**src/rtl/uart_receiver.sv**
```systemverilog
// rtl/uart_receiver.sv - oversampling UART receiver with parity, stop-bit, overrun checking
// Optional break reporting is enabled by defining UART_RX_BREAK_DETECT_EN.
module uart_receiver #(
  parameter int DATA_WIDTH  = 8,
  parameter int SYNC_STAGES = 2
) (
  input  logic                  clk,
  input  logic                  reset,
  input  logic                  overSampleTick,
  input  logic                  rx,
  input  logic [4:0]            overSampling,
  input  logic [3:0]            dataType,
  input  logic                  parityEnable,
  input  logic                  parityType,
  input  logic [1:0]            stopBits,
  output logic [DATA_WIDTH-1:0] rxData,
  output logic                  rxValid,
  input  logic                  rxReady,
  output logic                  parityError,
  output logic                  framingError,
  output logic                  breakError,
  output logic                  overrunError,
  output logic                  busy
);

  localparam logic [2:0] S_IDLE  = 3'd0;
  localparam logic [2:0] S_START = 3'd1;
  localparam logic [2:0] S_DATA  = 3'd2;
  localparam logic [2:0] S_PAR   = 3'd3;
  localparam logic [2:0] S_STOP  = 3'd4;
  localparam logic [2:0] S_WAIT  = 3'd5;
  localparam logic [3:0] DW4     = 4'(DATA_WIDTH);
`ifdef UART_RX_BREAK_DETECT_EN
  localparam logic BRK_EN = 1'b1;
`else
  localparam logic BRK_EN = 1'b0;
`endif

  logic [SYNC_STAGES-1:0] sync_q;
  logic                   rx_s, mid, last, complete;
  logic [3:0]             bits_cfg;
  logic [DATA_WIDTH-1:0]  rx_vec;

  logic [2:0]            state_q, state_d;
  logic [4:0]            tick_q, tick_d, os_q, os_d;
  logic [3:0]            bit_q, bit_d, nbits_q, nbits_d;
  logic                  pen_q, pen_d, ptype_q, ptype_d, stop2_q, stop2_d;
  logic [DATA_WIDTH-1:0] shift_q, shift_d, data_q, data_d;
  logic                  par_q, par_d, zero_q, zero_d, ferr_q, ferr_d, perr_q, perr_d, brk_q, brk_d;
  logic                  valid_q, valid_d, pe_q, pe_d, fe_q, fe_d, be_q, be_d, ov_q, ov_d;

  assign rx_s     = sync_q[SYNC_STAGES-1];
  assign rx_vec   = {{(DATA_WIDTH-1){1'b0}}, rx_s};
  assign mid      = (tick_q == {1'b0, os_q[4:1]});
  assign last     = (tick_q == os_q - 5'd1);
  assign bits_cfg = (dataType < 4'd5 || dataType > DW4) ? DW4 : dataType;

  always_comb begin
    state_d = state_q;  tick_d  = tick_q;  bit_d   = bit_q;
    os_d    = os_q;     nbits_d = nbits_q; pen_d   = pen_q;
    ptype_d = ptype_q;  stop2_d = stop2_q; shift_d = shift_q;
    par_d   = par_q;    zero_d  = zero_q;  ferr_d  = ferr_q;
    perr_d  = perr_q;   brk_d   = brk_q;   data_d  = data_q;
    valid_d = valid_q;  pe_d    = pe_q;    fe_d    = fe_q;
    be_d    = be_q;     ov_d    = ov_q;    complete = 1'b0;

    if (state_q == S_IDLE) begin
      os_d    = overSampling;
      nbits_d = bits_cfg;
      pen_d   = parityEnable;
      ptype_d = parityType;
      stop2_d = (stopBits == 2'd2);
    end

    if (overSampleTick) begin
      tick_d = last ? 5'd0 : tick_q + 5'd1;
      case (state_q)
        S_IDLE: begin
          tick_d = 5'd0;
          bit_d  = 4'd0;
          if (!rx_s) begin
            state_d = S_START;
            shift_d = '0;
            par_d   = 1'b0;
            zero_d  = 1'b1;
            ferr_d  = 1'b0;
            perr_d  = 1'b0;
            brk_d   = 1'b0;
          end
        end
        S_START: begin
          if (mid && rx_s) begin
            state_d = S_IDLE;
            tick_d  = 5'd0;
          end else if (last) begin
            state_d = S_DATA;
          end
        end
        S_DATA: begin
          if (mid) begin
            shift_d = shift_q | (rx_vec << bit_q);
            par_d   = par_q ^ rx_s;
            if (rx_s) zero_d = 1'b0;
          end
          if (last) begin
            if (bit_q == nbits_q - 4'd1) begin
              bit_d   = 4'd0;
              state_d = pen_q ? S_PAR : S_STOP;
            end else begin
              bit_d = bit_q + 4'd1;
            end
          end
        end
        S_PAR: begin
          if (mid) begin
            perr_d = ((par_q ^ rx_s) != ptype_q);
            if (rx_s) zero_d = 1'b0;
          end
          if (last) state_d = S_STOP;
        end
        S_STOP: begin
          // Completion fires on the mid-sample of the final stop bit, not at its end.
          if (mid) begin
            if (!rx_s) ferr_d = 1'b1;
            if (bit_q == 4'd0) brk_d = zero_q & ~rx_s;
            if (bit_q == {3'd0, stop2_q}) begin
              complete = 1'b1;
              tick_d   = 5'd0;
              bit_d    = 4'd0;
              state_d  = rx_s ? S_IDLE : S_WAIT;
            end
          end
          if (last && !complete) bit_d = bit_q + 4'd1;
        end
        S_WAIT: begin
          tick_d = 5'd0;
          if (rx_s) state_d = S_IDLE;
        end
        default: state_d = S_IDLE;
      endcase
    end

    if (complete) begin
      if (valid_q && !rxReady) begin
        ov_d = 1'b1;
      end else begin
        valid_d = 1'b1;
        ov_d    = 1'b0;
        data_d  = shift_d;
        pe_d    = perr_d;
        fe_d    = ferr_d;
        be_d    = BRK_EN & brk_d;
        if (be_d) begin
          fe_d   = 1'b0;
          data_d = '0;
        end
      end
    end else if (valid_q && rxReady) begin
      valid_d = 1'b0;
      pe_d    = 1'b0;
      fe_d    = 1'b0;
      be_d    = 1'b0;
      ov_d    = 1'b0;
    end
  end

  always_ff @(posedge clk or posedge reset) begin
    if (reset) begin
      sync_q  <= '1;
      state_q <= S_IDLE;  tick_q  <= 5'd0;  bit_q   <= 4'd0;
      os_q    <= 5'd16;   nbits_q <= DW4;   pen_q   <= 1'b0;
      ptype_q <= 1'b0;    stop2_q <= 1'b0;  shift_q <= '0;
      par_q   <= 1'b0;    zero_q  <= 1'b0;  ferr_q  <= 1'b0;
      perr_q  <= 1'b0;    brk_q   <= 1'b0;  data_q  <= '0;
      valid_q <= 1'b0;    pe_q    <= 1'b0;  fe_q    <= 1'b0;
      be_q    <= 1'b0;    ov_q    <= 1'b0;
    end else begin
      sync_q  <= {sync_q[SYNC_STAGES-2:0], rx};
      state_q <= state_d; tick_q  <= tick_d;  bit_q   <= bit_d;
      os_q    <= os_d;    nbits_q <= nbits_d; pen_q   <= pen_d;
      ptype_q <= ptype_d; stop2_q <= stop2_d; shift_q <= shift_d;
      par_q   <= par_d;   zero_q  <= zero_d;  ferr_q  <= ferr_d;
      perr_q  <= perr_d;  brk_q   <= brk_d;   data_q  <= data_d;
      valid_q <= valid_d; pe_q    <= pe_d;    fe_q    <= fe_d;
      be_q    <= be_d;    ov_q    <= ov_d;
    end
  end

  assign rxData       = data_q;
  assign rxValid      = valid_q;
  assign parityError  = pe_q;
  assign framingError = fe_q;
  assign breakError   = be_q;
  assign overrunError = ov_q;
  assign busy         = (state_q != S_IDLE);

endmodule

```
**config.mk**
```make
export PLATFORM = sky130hd
export DESIGN_NAME = uart_receiver
export DESIGN_NICKNAME = d
export VERILOG_FILES = /design/src/rtl/uart_receiver.sv
export SDC_FILE = /design/constraint.sdc
export NUM_CORES = 1
export LEC_CHECK = 0
export ABC_AREA = 1
export CAP_MARGIN = 40
export CORE_UTILIZATION = 56
export DETAILED_ROUTE_END_ITERATION = 10
export PLACE_DENSITY = 0.78
export SLEW_MARGIN = 20
export SYNTH_ARGS = -nofsm -noshare
export SYNTH_HDL_FRONTEND = slang
export SYNTH_SLANG_ARGS = --single-unit
```
**constraint.sdc**
```tcl
create_clock -name clk -period 2.2 [get_ports clk]
set_input_delay 0.33 -clock clk [delete_from_list [all_inputs] [get_ports clk]]
set_output_delay 0.33 -clock clk [all_outputs]
set_load 0.05 [all_outputs]
```
==> run_1/cell_density.png <==
The bar under the picture is 20 um long. The die is cut into 7 by 7 equal tiles; dark blue is low, red is high, 0 to 100% covered.
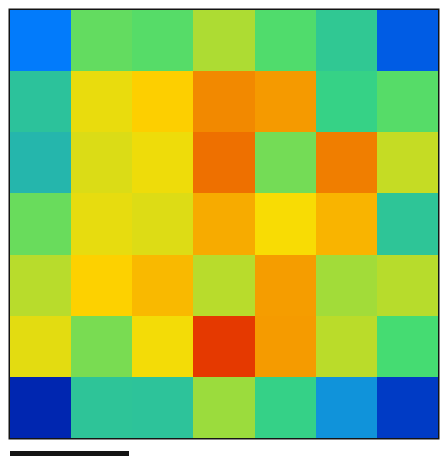
The fullest tile reaches 94%. The mean over all tiles is 61%. 25% of the tiles are over 75% full.

==> run_1/congestion.png <==
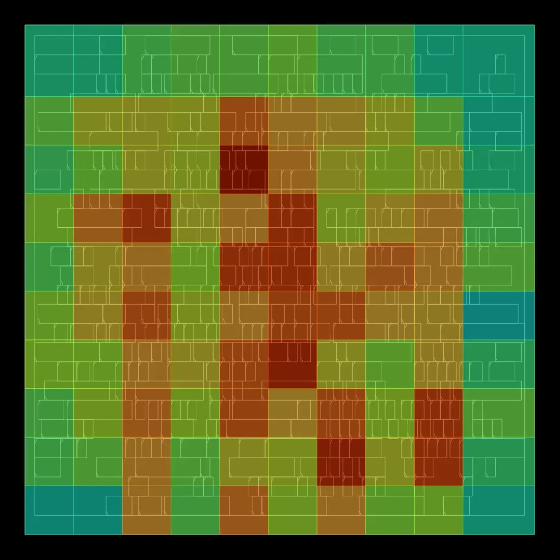
GR Layer Usage met3: 4.86%
met2 Usage GRT: 42.9%
wire per inst: 12.5 um
Tot GR Track Use: 25.7%
Core Util, Final: 68.9%

==> ci_impl_report.md, run 1 <==
## Synthesis and layout report

| Metric | Value |
|---|---|
| Hold Violations, Final | 0 |
| Worst setup path class | flip-flop to output port |
| Global route overflow | 0 |
| CP Cell Sequence | nor2_4 > nand2_4 > dlygate4sd2_1 |
| Fin Setup TNS | 0 ns |
| Share of post-route cells with drive strength above 1 | 10.5% |
| Most Crowded Layer GR | met2 |
| CTS sink count | around 49 |
| DRC viols | 0 |
| Fp_density | 58.5% |
| Vias | around 2,500 |
| CP Capture Type | output port |
| Status | completed |
| H-tree depth | 2 |
| CP max-delay cell | dfrtp_1 |
| Core ar. | 4720 um^2 |
| Fin crit share | 88.5% |
| Unique cell types | 37 |
| Max-area cell share | around 40% |
| Flop area | 1230 um^2 |
| Post-CTS Hold Buffers | 0 |
| DIE AREA | 5220 um^2 |
| Clock share of power | 15.7% |
| Port Buf Inserts | 30 |
| CTS buffer count | 5 |
| WL met2 | 2.92 mm |
| Number of cells in Yosys stat | approximately 370 |
| CTS tree | yes |
| Hold Crit Class | input port to async pin |
| Clock Pin Slew Worst Setup and Hold Paths | about 0.1 ns |
| Sw Share | between 40% and 50% |
| Mapped Area | ~2800 um^2 |
| Sequential Power Share | 35.9% |
| DIE HEIGHT | 72.2 um |
| Synthesis area per yosys | 2760 um^2 |
| CP arrival | 1.62 ns |
| Synth area leader | dfrtp_1 |
| CTS resizes | 1 |
| Setup repair bufs after CTS | 0 |
| Post-synth top cells | nand2_1 (138), dfrtp_1 (45), inv_1 (39) |
| Antenna diode count | 0 |
| Minimum clock period | 1.95 ns |
| Max-cap viol count | 0 |
| Peak per-stage delay on the critical path | roughly 0.5 ns |
| Met3 wire len | 315 um |
| Clk latency late pin | approximately 0.31 ns |
| Fillers | 413 |
| Met1 WL | 2.63 mm |
| Die width | 72.2 um |
| Top FF cell, synth | dfrtp_1 |
| Int Power | between 1.5 and 2 mW |
| Global-route wire length before repair | 10.4 mm |
==> run_1/sizes.png <==
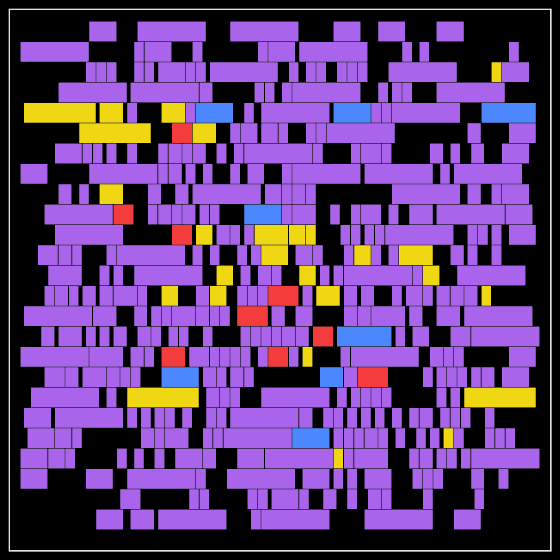
Purple is _0 and _1 cells, cells 365, share 89%. Red is _3 and _4 cells, cells 9, share 2.2%. Blue is _6 and larger, cells 8, share 2.0%. Yellow is _2 cells, cells 26, share 6.4%.

run 1: power by group through the flow:
stage | registers, mW | clock network [mW] | logic, mW
after floorplan | 1.29 | 0 | 1.31
after global placement | 1.29 | 0 | 1.67
after detailed placement | 1.30 | 0 | 1.72
after CTS | 1.28 | 0.571 | 1.72
after global routing | 1.31 | 0.606 | 1.98
final | 1.29 | 0.562 | 1.73
run 1: cell type report:
| class | instances | share of cell area (%) |
|---|---|---|
| Clock inverter | 3 | 0.769 |
| Timing Repair Buffer | 35 | 10.7 |
| Sequential cell | 49 | 37.8 |
| Multi-Input combinational cell | 271 | 40.8 |
| Clock buffer | 5 | 2.12 |
| Tap cell | 67 | 2.58 |
| Inverter | 45 | 5.19 |
run 1: kinds of logic after synthesis:
logic type | after synthesis | share of synthesized area, %
adder cells (fa/ha/maj) | 4 | 1.81
buffers and inverters | 52 | 7.61
AND-OR/OR-AND | 32 | 7.02
XOR/XNOR | 9 | 2.85
other | 1 | 0.136
AND/OR/NAND/NOR | 225 | 36.0
flip-flops | 49 | 44.6
run 1: stage by stage:
| stage | cells | worst slack [ns] | cell area, um^2 | utilization (%) |
|---|---|---|---|---|
| final | 475 | 0.253 | 3250 | 68.9 |
| after global routing | 475 | 0.0218 | 3250 | 68.9 |
| after CTS | 475 | 0.241 | 3250 | 68.8 |
| after detailed placement | 467 | 0.198 | 3160 | 66.8 |
| after global placement | 467 | 0.228 | 3160 | 66.8 |
| after floorplan | 372 | 0.540 | 2760 | - |
run 1: layout by cell type (no fill, tap or decap), drive strengths merged:
| cell | instances |
|---|---|
| a21boi | 1 |
| a21oi | 6 |
| a22oi | 1 |
| a31oi | 1 |
| buf | 5 |
| clkbuf | 5 |
| clkdlybuf4s50 | 29 |
| clkinv | 2 |
| clkinvlp | 1 |
| conb | 1 |
| dfrtp | 45 |
| dfstp | 4 |
| dlygate4sd2 | 1 |
| ha | 4 |
| inv | 45 |
| nand2 | 141 |
| nand3 | 35 |
| nand3b | 2 |
| nand4 | 9 |
| nor2 | 33 |
| nor3 | 2 |
| nor4 | 1 |
| o211ai | 3 |
| o21ai | 19 |
| o22ai | 1 |
| or2 | 2 |
| xnor2 | 1 |
| xor2 | 8 |
run 1: final timing paths:
| check | startpoint | endpoint | slack [ns] | cells after the start |
|---|---|---|---|---|
| max in group asynchronous | reset | nbits_q[3] | 1.26 | 3 |
| hold reg to reg | sync_q[0] | sync_q[1] | 0.36 | 0 |
| min in group clk | sync_q[0] | sync_q[1] | 0.36 | 0 |
| setup / recovery | state_q[2] | busy | 0.25 | 3 |
| setup reg to reg | os_q[0] | state_q[1] | 0.26 | 15 |
| hold / removal | reset | rxData[1] | 0.34 | 2 |
run 1: worst max-delay path, delay by kind of cell, from the launching register on:
kind	cells	cell delay [ns]
buffers and inverters	1	0.44
DFF	1	0.49
and+or+nand+nor	2	0.37
run 1: sequential cells by signal, indices dropped and copies added, names as in the netlist:
register / flops
overrunError: 1
stop2_q: 1
state_q: 3
bit_q: 4
ferr_q: 1
framingError: 1
os_q: 5
nbits_q: 4
tick_q: 5
shift_q: 8
rxData: 8
pen_q: 1
parityError: 1
rxValid: 1
ptype_q: 1
perr_q: 1
sync_q: 2
par_q: 1
--- run 2 (diff from run 1) ---
HOLD_SLACK_MARGIN = 0.12   (was not set)
==> run_2/layer_met2.png <==
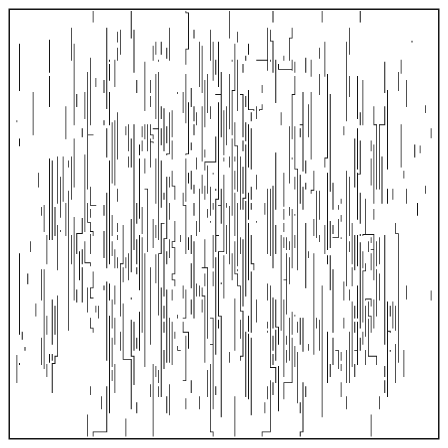
The wires run mostly vertical. The layer holds 49% of the routed length.
Vias: 2,490
final wirelength: 5.94 mm

==> run 2 against run 1 <==
  * Setup slack is the same
  * Clock power is essentially flat
  * Total power unchanged
  * Synthesized area is the same
  * Sequential cell count is the same
  * Critical path depth is the same
  * Clock skew unchanged
  * Critical endpoint unchanged
==> ci_impl_report.md, run 2 <==
## Synthesis and layout report

| Metric | Value |
|---|---|
| Status | completed |
| Top cell excl fill/tap | nand2_1 |
| Avg Inst Size Synth | 7.43 um^2 |
| Worst setup path class | flip-flop to output port |
| # rows | 25 |
| Post-synth top cells | nand2_1 (138), dfrtp_1 (45), inv_1 (39) |
| Core Util, Final | 68.9% |
| Die width | 72.2 um |
| DIE AREA | roughly 5200 um^2 |
| Worst Path Buf+Inv | 1 |
| Hold Crit Class | input port to async pin |
| Maximum vdd drop | 731 uV |
| Port Buf Inserts | 30 |
| Number of cells in Yosys stat | between 300 and 400 |
| Placed Instance Area | 3160 um^2 |
| CP arrival | around 1.6 ns |
| Hold Violations, Final | 0 |
| Clock Pin Slew Worst Setup and Hold Paths | 0.10 ns |
| Nets | around 430 |
| DIE HEIGHT | 72.2 um |
| Largest cells by area | dfrtp_1 (41%), nand2_1 (19%), nand3_1 (6.2%) |
| Top Family by Delay on Critical Path | flip-flops |
| Global route overflow | 0 |
| WL met2 | 2.92 mm |
| Top sig layer | met4 |
| Unique cell types | 37 |
| Synth area leader | dfrtp_1 |
| Synthesis area per yosys | ~2800 um^2 |
| Vias in the first global route | 2,357 |
| Met1 WL | 2.63 mm |
| Met3 wire len | 315 um |
| CTS buffer count | 5 |
| Post-CTS Hold Buffers | 0 |
| Fin area | about 3300 um^2 |
| Wire per inst | 12.5 um |
| Antenna diode count | 0 |
| Fillers | around 410 |
| Max-cap viol count | 0 |
| Tot GR Track Use | 25.7% |
| Headroom to the max-slew limit | ~65% |
| WP depth | 3 |
| Worst Reg-to-Reg Cells | 15 |
| Startpoint types | flip-flop |
| Leak Pwr | 1.71 nW |
| CTS Buffer Depth | 2 |
| Mapped Area | 2760 um^2 |
| Fp_density | 58.5% |
| Core ar. | 4720 um^2 |
| Fin Setup TNS | 0 ns |
| Fin crit share | 88.5% |
| CP Capture Type | output port |
| CP Max Fanout | 8 |
| CTS tree | yes |
| CP Cell Sequence | nor2_4 > nand2_4 > dlygate4sd2_1 |
| Peak per-stage delay on the critical path | about 0.5 ns |
| Share of post-route cells with drive strength above 1 | a little over a tenth |
| Top FF cell, synth | dfrtp_1 |
| Antenna violations before repair | 0 |
| Global-route wire length before repair | 10.4 mm |
| DRC viols | 0 |
| CP max-delay cell | dfrtp_1 |
| Worst Clk Skew | 0.0109 ns |
| Max-area cell share | 40.8% |
| H-tree depth | 2 |
| Dpl hpwl | between 4 and 5 mm |
| CTS sink count | 49 |
| Minimum clock period | 1.95 ns |
| Clk latency late pin | 0.31 ns |
| Most numerous logic cells after layout | nand2_1 (137), dfrtp_1 (45), inv_1 (38) |
==> run 2: cell counts after synthesis <==
Identical to the previous run, type by type.
==> run 2: cell families (layout without fill, tap and decap cells) <==
kind of cell	Yosys count	count (layout)	share of synthesized area, %
flops	49	49	44.6
simple gates	225	225	36.0
fa+ha+maj	4	4	1.81
compound gates	32	32	7.02
other cells	1	1	0.136
buf+inv	52	88	7.61
xor+xnor	9	9	2.85
==> run 2: area by class of cell <==
| cell class | instances | area, um^2 | share of cell area, % |
|---|---|---|---|
| Multi-Input combinational cell | 271 | 1330 | 40.8 |
| Sequential cell | 49 | 1230 | 37.8 |
| Timing Repair Buffer | 35 | 349 | 10.7 |
| Inverter | 45 | 169 | 5.19 |
| Tap cell | 67 | 83.8 | 2.58 |
| Clock buffer | 5 | 68.8 | 2.12 |
| Clock inverter | 3 | 25.0 | 0.769 |
==> run 2: layer usage <==
| layer | global-route usage (%) | vias up |
|---|---|---|
| met3 | 4.86 | 7 |
| li1 | - | 1246 |
| met5 | 0 | - |
| met2 | 42.9 | 71 |
| met1 | 33.7 | 1166 |
| met4 | 8.50 | 0 |
==> run 2: per-stage QoR <==
step | setup WS, ns | hold WS, ns | instances | power (mW)
2_1_floorplan | 0.540 | 0.334 | 372 | 2.60
3_3_place_gp | 0.228 | 0.346 | 467 | 2.96
3_5_place_dp | 0.198 | 0.347 | 467 | 3.02
4_1_cts | 0.241 | 0.361 | 475 | 3.58
5_1_grt | 0.0218 | 0.364 | 475 | 3.90
6_report | 0.253 | 0.343 | 475 | 3.58
==> run 2: where the power goes <==
part	internal [mW]	switching [mW]	total, mW
Combinational	0.565	1.17	1.73
Clock	0.230	0.331	0.562
Sequential	1.10	0.183	1.29
Total	1.90	1.68	3.58
==> run 2: final timing paths <==
| kind | from | slack [ns] | end |
|---|---|---|---|
| worst max-delay path | state_q[2] | 0.25 | busy |
| worst min-delay path | reset | 0.34 | rxData[1] |
| worst max register to register | os_q[0] | 0.26 | state_q[1] |
| worst min register to register | sync_q[0] | 0.36 | sync_q[1] |
| max in group asynchronous | reset | 1.26 | nbits_q[3] |
| min in group clk | sync_q[0] | 0.36 | sync_q[1] |
==> run 2: what timing repair did <==
item,in CTS,in global routing
gates resized,1,2
setup endpoints to repair,1,4
buffers inserted,0,0
==> run_2/layer_met1.png <==
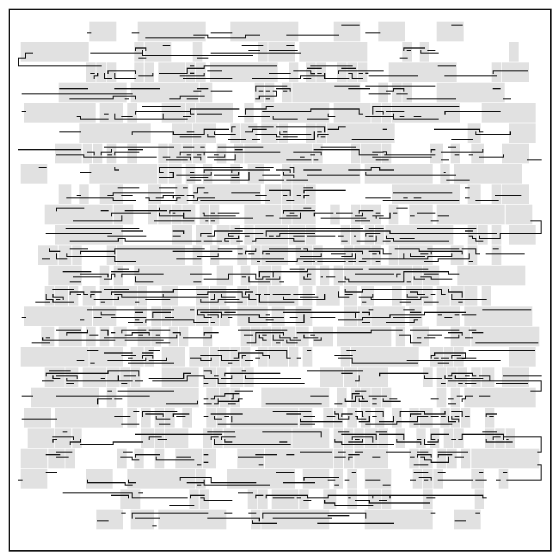

--- run 3 (diff from run 2) ---
CORE_MARGIN = 5   (was not set)
==> run_3/layer_met1.png <==
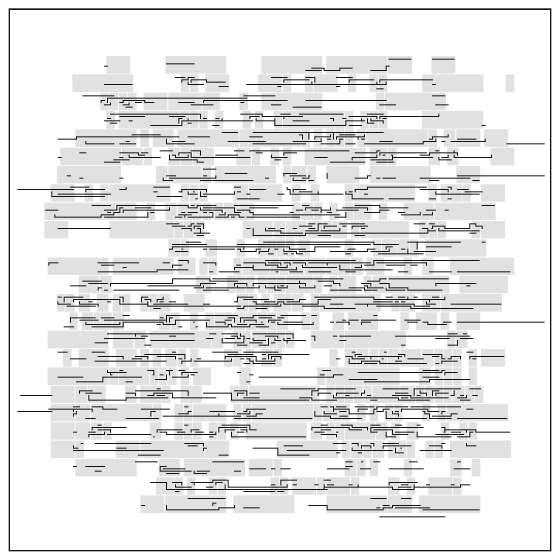
The longest straight run is 23.9 um. 398 nets have wire on it. The layer holds 45% of the routed length. The wires run mostly horizontal. The layer carries 2,720 um of wire.
Global Route met1 Usage: 27.8%
Vias: 2,423
final wirelength: 6.03 mm

==> run 3 against run 2 <==
  * Sequential power barely moved
  * Core utilization rose by 0.15 points
  * Largest cell class unchanged
  * Sequential share of layout area fell by 0.33 points
  * Via count fell by 2.7%
  * Hold slack got worse by 0.012 ns
  * Clock power rose by 19%
  * Count of clock-buffer cells in the layout rose by 1
  * Cell area rose by 0.88%
  * Maximum frequency fell by 1.5%
  * Largest power group unchanged
  * Synthesized cell count did not move
  * Cell count rose by 0.21%
  * Total power rose by 3.3%
==> ci_impl_report.md, run 3 <==
## Synthesis and layout report

| Metric | Value |
|---|---|
| CTS buffer count | 5 |
| Port Buf Inserts | 30 |
| Sequential Power Share | 35.2% |
| Maximum vdd drop | 586 uV |
| Tot GR Track Use | 21.2% |
| Wire per inst | 12.7 um |
| Hold Violations, Final | 0 |
| Worst Reg-to-Reg Cells | 9 |
| Flop area | 1230 um^2 |
| Placed Instance Area | 3160 um^2 |
| Hold Slack | 0.331 ns |
| Reg-to-reg slack, setup | 0.27 ns |
| CP arrival | 1.65 ns |
| DIE HEIGHT | 80.2 um |
| Post-CTS Hold Buffers | 0 |
| Global route overflow | 0 |
| Leak Pwr | approximately 1.7 nW |
| CP Capture Type | output port |
| Part of the power in combinational logic | around 47% |
| CP Max Fanout | 8 |
| Share of post-route cells with drive strength above 1 | 10.3% |
| Clock Pin Slew Worst Setup and Hold Paths | 0.09 ns |
| CTS sink count | around 49 |
| Avg Inst Size Synth | 7.43 um^2 |
| Clk latency late pin | 0.30 ns |
| Setup repair bufs after CTS | 0 |
| Synthesis area per yosys | 2760 um^2 |
| Clock share of power | between 15 and 20% |
| Fp_density | between 50 and 60% |
| Max-cap viol count | 0 |
| Top cell excl fill/tap | nand2_1 |
| Startpoint types | flip-flop |
| Post-synth top cells | nand2_1 (138), dfrtp_1 (45), inv_1 (39) |
| Unique cell types | 37 |
| H-tree depth | 2 |
| Worst R2R Start | bit_q[3] |
| Minimum clock period | ~2 ns |
| CTS tree | yes |
| Headroom to the max-slew limit | 64.6% |
| Global-route wire length before repair | 10.7 mm |
| Int Power | 2.03 mW |
| Fin Setup TNS | 0 ns |
| Top FF cell, synth | dfrtp_1 |
| Largest cells by area | dfrtp_1 (41%), nand2_1 (19%), nand3_1 (6.2%) |
| Worst setup path class | flip-flop to output port |
| Synth area leader | dfrtp_1 |
| Status | completed |
| Hold Crit Class | input port to async pin |
| Antenna diode count | 0 |
| NetSw | 1.66 mW |
| Most numerous logic cells after layout | nand2_1 (138), dfrtp_1 (45), inv_1 (38) |
| Fin area | 3280 um^2 |
| Worst Clk Skew | 0.00396 ns |
| Footprint of the multi-input gates | 1320 um^2 |
| Nets | 430 |
## run 3: stage by stage
step	setup slack, ns	std cells	power (mW)	utilization (%)
detailed placement	0.303	468	3.04	66.5
CTS	0.229	476	3.71	69.0
global route	0.0181	476	4.02	69.0
floorplan	0.540	372	2.60	-
global placement	0.324	468	2.97	66.5
finish	0.224	476	3.69	69.0
## run 3: cell type report
type	instances	area share, %
Sequential cell	49	37.5
Multi-Input combinational cell	271	40.3
Clock inverter	2	1.14
Inverter	45	5.15
Clock buffer	6	2.52
Timing Repair Buffer	36	10.9
Tap cell	67	2.55
## run 3: cell families after synthesis
family / count (synthesis) / share of synthesized area (%)
and+or+nand+nor: 225 / 36.0
other: 1 / 0.136
adders and majority gates: 4 / 1.81
AOI/OAI and AO/OA: 32 / 7.02
xor gates and xnor gates: 9 / 2.85
buffers and inverters: 52 / 7.61
DFF: 49 / 44.6
## run 3: worst max path at each step
stage,from,endpoint,slack (ns),cells past startpoint
after floorplan,os_q[0],state_q[2],0.54,14
after global placement,state_q[2],busy,0.32,3
after detailed placement,state_q[2],busy,0.30,3
after CTS,state_q[2],busy,0.23,3
after global routing,bit_q[3],rxData[2],0.02,9
final,state_q[2],busy,0.22,3
## run 3: critical path, cell delays in order (launching register included)
cell and delay [ns]:
dfrtp_1 0.53, nor2_4 0.12, nand2_4 0.14, dlygate4sd2_1 0.55
## run 3: per-layer routing
metal | track usage, % | vias up | wire length [um]
met5 | 0 | - | 0
met4 | 5.07 | 0 | 74
li1 | - | 1246 | -
met3 | 4.04 | 9 | 232
met1 | 27.8 | 1121 | 2720
met2 | 36.2 | 47 | 3000
## run 3: power groups by stage
stage / combinational, mW / clock (mW) / sequential [mW]
floorplan: 1.31 / 0 / 1.29
global placement: 1.67 / 0 / 1.31
detailed placement: 1.72 / 0 / 1.32
CTS: 1.72 / 0.692 / 1.30
global route: 1.95 / 0.736 / 1.33
finish: 1.72 / 0.671 / 1.30
Power figures rest on the tool's default switching activity, not on a simulated workload.
